Fig. 1: metal 1
Scale: 3 px per um.
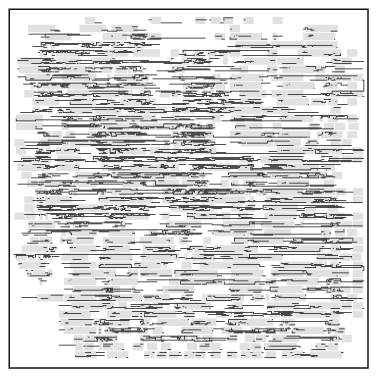
Fig. 2: met2 routing
Scale: 4 px per um.
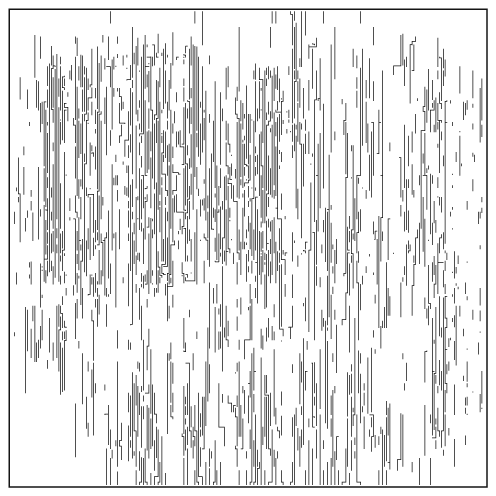
`config.mk`:
```
export PLATFORM = sky130hd
export DESIGN_NAME = regfile_wb_arbiter
export DESIGN_NICKNAME = d
export VERILOG_FILES = /design/src/rtl/regfile_wb_arbiter_pkg.sv /design/src/rtl/wb_fifo.sv /design/src/rtl/regfile_wb_arbiter.sv
export SDC_FILE = /design/constraint.sdc
export NUM_CORES = 1
export LEC_CHECK = 0
export CAP_MARGIN = 20
export CORE_MARGIN = 1
export CORE_UTILIZATION = 47
export DETAILED_ROUTE_END_ITERATION = 10
export PLACE_DENSITY_LB_ADDON = 0.2
export SYNTH_ARGS = -nofsm -noshare
export SYNTH_HDL_FRONTEND = slang
export SYNTH_SLANG_ARGS = --single-unit
```
`constraint.sdc`:
```
create_clock -name clk -period 5.4 [get_ports clk]
set_input_delay 0.54 -clock clk [delete_from_list [all_inputs] [get_ports clk]]
set_output_delay 0.54 -clock clk [all_outputs]
set_load 0.005 [all_outputs]
```
`src/rtl/regfile_wb_arbiter_pkg.sv`:
```
// Shared types for the regfile write-port arbiter: register index, data word
// and the buffered writeback request.
package regfile_wb_arbiter_pkg;

  typedef logic [4:0]  reg_idx_t;
  typedef logic [31:0] word_t;

  typedef struct packed {
    reg_idx_t rd;
    word_t    data;
  } wb_req_t;

endpackage

```
`src/rtl/wb_fifo.sv`:
```
// In-order buffer of MDU writeback requests; head is readable combinationally.
// Push is ignored when full (unless popping the same cycle); pop is ignored when empty.
module wb_fifo
  import regfile_wb_arbiter_pkg::*;
#(
  parameter int DEPTH = 2
) (
  input  logic    clk,
  input  logic    rst,
  input  logic    push,
  input  wb_req_t push_req,
  input  logic    pop,
  output wb_req_t head,
  output logic    full,
  output logic    empty
);

  localparam int PW = $clog2(DEPTH);
  localparam int CW = PW + 1;

  wb_req_t        mem [DEPTH];
  logic [PW-1:0]  wr_ptr;
  logic [PW-1:0]  rd_ptr;
  logic [CW-1:0]  count;
  logic           do_push;
  logic           do_pop;

  assign full    = (count == CW'(DEPTH));
  assign empty   = (count == '0);
  assign do_pop  = pop && !empty;
  assign do_push = push && (!full || do_pop);
  assign head    = mem[rd_ptr];

  // Depth is a power of two, so the pointers wrap naturally.
  always_ff @(posedge clk or negedge rst) begin
    if (!rst) begin
      wr_ptr <= '0;
      rd_ptr <= '0;
      count  <= '0;
    end else begin
      if (do_push) wr_ptr <= wr_ptr + PW'(1);
      if (do_pop)  rd_ptr <= rd_ptr + PW'(1);
      if (do_push && !do_pop)      count <= count + CW'(1);
      else if (do_pop && !do_push) count <= count - CW'(1);
    end
  end

  always_ff @(posedge clk) begin
    if (do_push) mem[wr_ptr] <= push_req;
  end

endmodule

```
`src/rtl/regfile_wb_arbiter.sv`:
```
// Shares the regfile write port between WB (always wins, zero latency) and the MDU
// (cut-through or FIFO-buffered); MDU is back-pressured via mdu_ready, front end via bubble_req.
module regfile_wb_arbiter
  import regfile_wb_arbiter_pkg::*;
#(
  parameter int FIFO_DEPTH   = 2,
  parameter int STARVE_LIMIT = 4
) (
  input  logic     clk,
  input  logic     rst,
  input  logic     pipe_wb_valid,
  input  reg_idx_t pipe_wb_rd,
  input  word_t    pipe_wb_data,
  input  logic     mdu_valid,
  input  reg_idx_t mdu_rd,
  input  word_t    mdu_data,
  output logic     mdu_ready,
  input  logic     issue_valid,
  input  reg_idx_t issue_rd,
  input  reg_idx_t chk_rs1,
  input  reg_idx_t chk_rs2,
  output logic     busy_rs1,
  output logic     busy_rs2,
  output logic     busy_issue_rd,
  output logic     bubble_req,
  output logic     rf_load,
  output reg_idx_t rf_dest,
  output word_t    rf_in
);

  localparam int SW = $clog2(STARVE_LIMIT + 1);

  logic          ready_q;
  logic [SW-1:0] starve_q;
  logic [31:0]   pend_q;
  logic [31:0]   pend_next;

  wb_req_t  head;
  wb_req_t  mdu_req;
  logic     full;
  logic     empty;
  logic     pipe_eff;
  logic     accept;
  logic     cut;
  logic     push;
  logic     pop;
  logic     mdu_wr;
  reg_idx_t mdu_wr_rd;

  assign pipe_eff  = rst && pipe_wb_valid && (pipe_wb_rd != '0);
  assign mdu_ready = ready_q && !full;
  assign accept    = mdu_valid && mdu_ready;
  assign pop       = rst && !pipe_eff && !empty;
  assign cut       = !pipe_eff && empty && accept && (mdu_rd != '0);
  // Results for x0 are accepted but never stored or written.
  assign push      = accept && (mdu_rd != '0) && !cut;
  assign mdu_wr    = pop || cut;
  assign mdu_wr_rd = pop ? head.rd : mdu_rd;
  assign mdu_req   = '{rd: mdu_rd, data: mdu_data};

  wb_fifo #(.DEPTH(FIFO_DEPTH)) u_fifo (
    .clk      (clk),
    .rst      (rst),
    .push     (push),
    .push_req (mdu_req),
    .pop      (pop),
    .head     (head),
    .full     (full),
    .empty    (empty)
  );

  always_comb begin
    rf_load = 1'b0;
    rf_dest = '0;
    rf_in   = '0;
    if (pipe_eff) begin
      rf_load = 1'b1;
      rf_dest = pipe_wb_rd;
      rf_in   = pipe_wb_data;
    end else if (pop) begin
      rf_load = 1'b1;
      rf_dest = head.rd;
      rf_in   = head.data;
    end else if (cut) begin
      rf_load = 1'b1;
      rf_dest = mdu_rd;
      rf_in   = mdu_data;
    end
  end

  // A register being written from the MDU path this cycle is forwarded by regfile.
  assign busy_rs1      = pend_q[chk_rs1]  && !(mdu_wr && (mdu_wr_rd == chk_rs1));
  assign busy_rs2      = pend_q[chk_rs2]  && !(mdu_wr && (mdu_wr_rd == chk_rs2));
  assign busy_issue_rd = pend_q[issue_rd] && !(mdu_wr && (mdu_wr_rd == issue_rd));

  assign bubble_req = (starve_q == SW'(STARVE_LIMIT)) || full;

  always_comb begin
    pend_next = pend_q;
    if (mdu_wr) pend_next[mdu_wr_rd] = 1'b0;
    if (issue_valid && (issue_rd != '0)) pend_next[issue_rd] = 1'b1;
    pend_next[0] = 1'b0;
  end

  always_ff @(posedge clk or negedge rst) begin
    if (!rst) begin
      ready_q  <= 1'b0;
      pend_q   <= '0;
      starve_q <= '0;
    end else begin
      ready_q <= 1'b1;
      pend_q  <= pend_next;
      // A non-empty FIFO that is not popping means the pipe owns the port.
      if (empty || pop)                        starve_q <= '0;
      else if (starve_q != SW'(STARVE_LIMIT))  starve_q <= starve_q + SW'(1);
    end
  end

endmodule

```
==> qor.csv <==
metric,value,unit
cts_resized,0,
ff_type,edfxtp_1,
port-buffer-count,136,
area_delta_synth_final,32.2,%
finalPower,3.59,mW
core_area,0.0133,mm^2
viasPerCell,6.02,
clock-sinks,113,
whs,0.488,ns
avgSynthCellArea,11.8,um^2
cts_buffer_depth,2,
tightest_slew,0.993,ns
slew_headroom,31.9,%
root_buffer,clkbuf_16,
fmax,0.237,GHz
final-comb-area,0.00305,mm^2
grt_pass1_vias,5218,
crit_path_end_kind,primary output,
syn-num-nets,643,
async_reset_ff_share,34.5,%
crit_buf_inv,3,
n_antenna_cell,0,
finalSetupViolCount,0,
dieArea,0.0142,mm^2
cts_setup_buffers,0,
avgRoutedWirePerCell,20.2,um
warning_count,27,
ir_worst_vdd,0.304,mV
die_h,119,um
start_kind,primary input,
yosysTopAreaCell,edfxtp_1,
firstDrtPassIters,4,
die_w,119,um
rows,42,
synth-seq-cells,113,
drt-initial-drc-count,340,
globalplace.congestion,0.990,
ant_nets,0,
layout.nets,773,
hold_viol_final,0,
place_area,0.00792,mm^2
nFillCells,1052,
ff2ff_setup_slack,2.67,ns
postSynthCellCount,546,
drcViolationCount,0,
syn_area,0.00644,mm^2
grt_max_degree,42,
antenna_found_initial,0,
drv_cap,0,
synth-seq-area-share,49.7,%
synthDominantCellAreaShare,34.5,%
power.density,421,mW/mm^2
hold_buffers,1,
grt_usage,25.9,%
edf_count,74,
dp_hpwl,12400,um
ys_warn_count,0,
leakage,3.14,nW
hp-class,primary input to async pin,
fp-utilization,48.4,%
gr-total-overflow,0,
yosys_cells,546,
slew_violations,0,
critical_path.slowest_cell,or4_4,
crit_type,primary input to primary output,
drt_wl_total,17500,um
drive_gt1_share,13.2,%
rsz0062_at_grt,no,
ys_area,0.00644,mm^2
fin_crit_sh,78.1,%
grt_first_pass_wirelength,28000,um
fin_area,0.00851,mm^2
cts_tree,built,
setup-tns-final,0,ns
period_minus_slack,4.22,ns
regArea,0.00320,mm^2
insertion_delay,0.41,ns
cts_buffers,17,
area_leaders,"edfxtp_1 (35%), dfrtp_1 (15%), mux4_2 (8.7%), mux2i_1 (6.2%), a221o_1 (5.4%)",
critPathMaxFanout,37,
ios,137,
cpMostUsedCell,clkdlybuf4s50_1,
worstPathRequired,4.86,ns
ys_types,61,
cpLargestDelayFamily,buffers and inverters,
clock_skew,0.00510,ns
fin_util,64.0,%
clkTransAtPathRegs,0.05,ns
critPathMaxStageDelay,0.58,ns
path_cells,clkdlybuf4s50_1 -> or4_4 -> o21a_1 -> buf_4 -> or3_4 -> o41ai_1 -> a31oi_1 -> clkdlybuf4s50_1,
crit_arrival,3.68,ns
h-tree-depth,4,
status,completed,
Back to the opening pictures, Fig. 1:
wire length on this layer: 7,270 um
nets with wire on the layer: 682
share of all routed wire: 42%
longest straight run: 46.9 um
main direction: horizontal

Back to the opening pictures, Fig. 2:
wire length on this layer: 8,350 um
share of all routed wire: 48%
nets with wire on the layer: 657
main direction: vertical
longest straight run: 52.0 um
vias post-DR: 5,203
met2 usage: 40.7%

## cell usage in the layout, fill, tap and decap left out, types with 8 or more instances in the layout
master / n
a221o_1: 35
buf_4: 8
clkbuf_16: 17
clkdlybuf4s50_1: 135
dfrtp_1: 38
edfxtp_1: 74
inv_1: 8
mux2i_1: 40
mux4_2: 25
nand2_1: 79
nand3_1: 10
nor2_1: 40
o21ai_0: 16
o21ai_1: 27
o22ai_1: 8
xnor2_1: 12
xor2_1: 13
## layer usage
layer  wire (um)  track usage (%)  vias to the layer above
met5           0                0                        -
met4         384             11.7                        0
met3        1480             6.90                       38
met2        8350             40.7                      240
met1        7270             33.7                     2551
li1            -                -                     2374
## final timing paths
check | from | end | cells past startpoint
setup / recovery | pipe_wb_rd[3] | busy_issue_rd | 8
max in group asynchronous | rst | pend_q[27] | 3
min in group clk | u_fifo.count[1] | u_fifo.count[1] | 1
hold reg to reg | u_fifo.count[1] | u_fifo.count[1] | 1
setup reg to reg | u_fifo.rd_ptr | pend_q[14] | 6
hold / removal | rst | u_fifo.wr_ptr | 2
## power by group
| part | switching [mW] | total (mW) | internal [mW] |
|---|---|---|---|
| clock | 0.406 | 1.09 | 0.683 |
| combinational | 0.562 | 1.20 | 0.635 |
| sequential | 0.171 | 1.30 | 1.13 |
## metrics by stage
stage,instances,setup WS [ns]
6_report,865,1.18
5_1_grt,865,1.01
3_3_place_gp,832,1.28
2_1_floorplan,546,1.29
4_1_cts,865,1.16
3_5_place_dp,832,1.18
## cell families (layout without fill, tap and decap cells)
logic type / after synthesis / count (layout) / synth area share [%]
AOI/OAI and AO/OA: 123 / 123 / 14.6
other: 1 / 1 / 0.0582
and+or+nand+nor: 169 / 169 / 12.8
buffers and inverters: 43 / 186 / 3.23
xor gates and xnor gates: 25 / 25 / 3.40
muxes: 69 / 69 / 15.7
adders and majority gates: 3 / 3 / 0.583
DFF: 113 / 113 / 49.7
## cell type report
cell class / instances / share of cell area [%]
Sequential cell: 113 / 37.6
Clock inverter: 15 / 1.88
Timing Repair Buffer: 145 / 16.8
Inverter: 9 / 0.397
Tap cell: 176 / 2.59
Multi-Input combinational cell: 390 / 35.8
Clock buffer: 17 / 5.00
## state kept, by name (all words and copies together), names as in the netlist
register / count
u_fifo.mem: 74
pend_q: 31
starve_q: 3
u_fifo.count: 2
ready_q: 1
u_fifo.rd_ptr: 1
u_fifo.wr_ptr: 1
## Yosys cell counts, types with 3 or more instances
cell type and count:
buf_6 5, nand2_1 79, xor2_1 13, nor4_1 3
and3_1 4, a22oi_1 4, o211ai_1 6, dfrtp_1 39
o22ai_1 8, nand3_1 10, mux2i_1 40, mux4_2 25
edfxtp_1 74, inv_1 8, nor3b_1 4, buf_1 5
ha_1 3, nor2_1 40, xnor2_1 12, a31oi_1 3
nor3_1 7, o21ai_1 27, a221o_1 35, a211oi_1 3
o21ai_0 16, buf_2 7, a21oi_1 5, and3b_1 3
mux2_2 4, clkbuf_1 17
Power figures rest on the tool's default switching activity, not on a simulated workload.
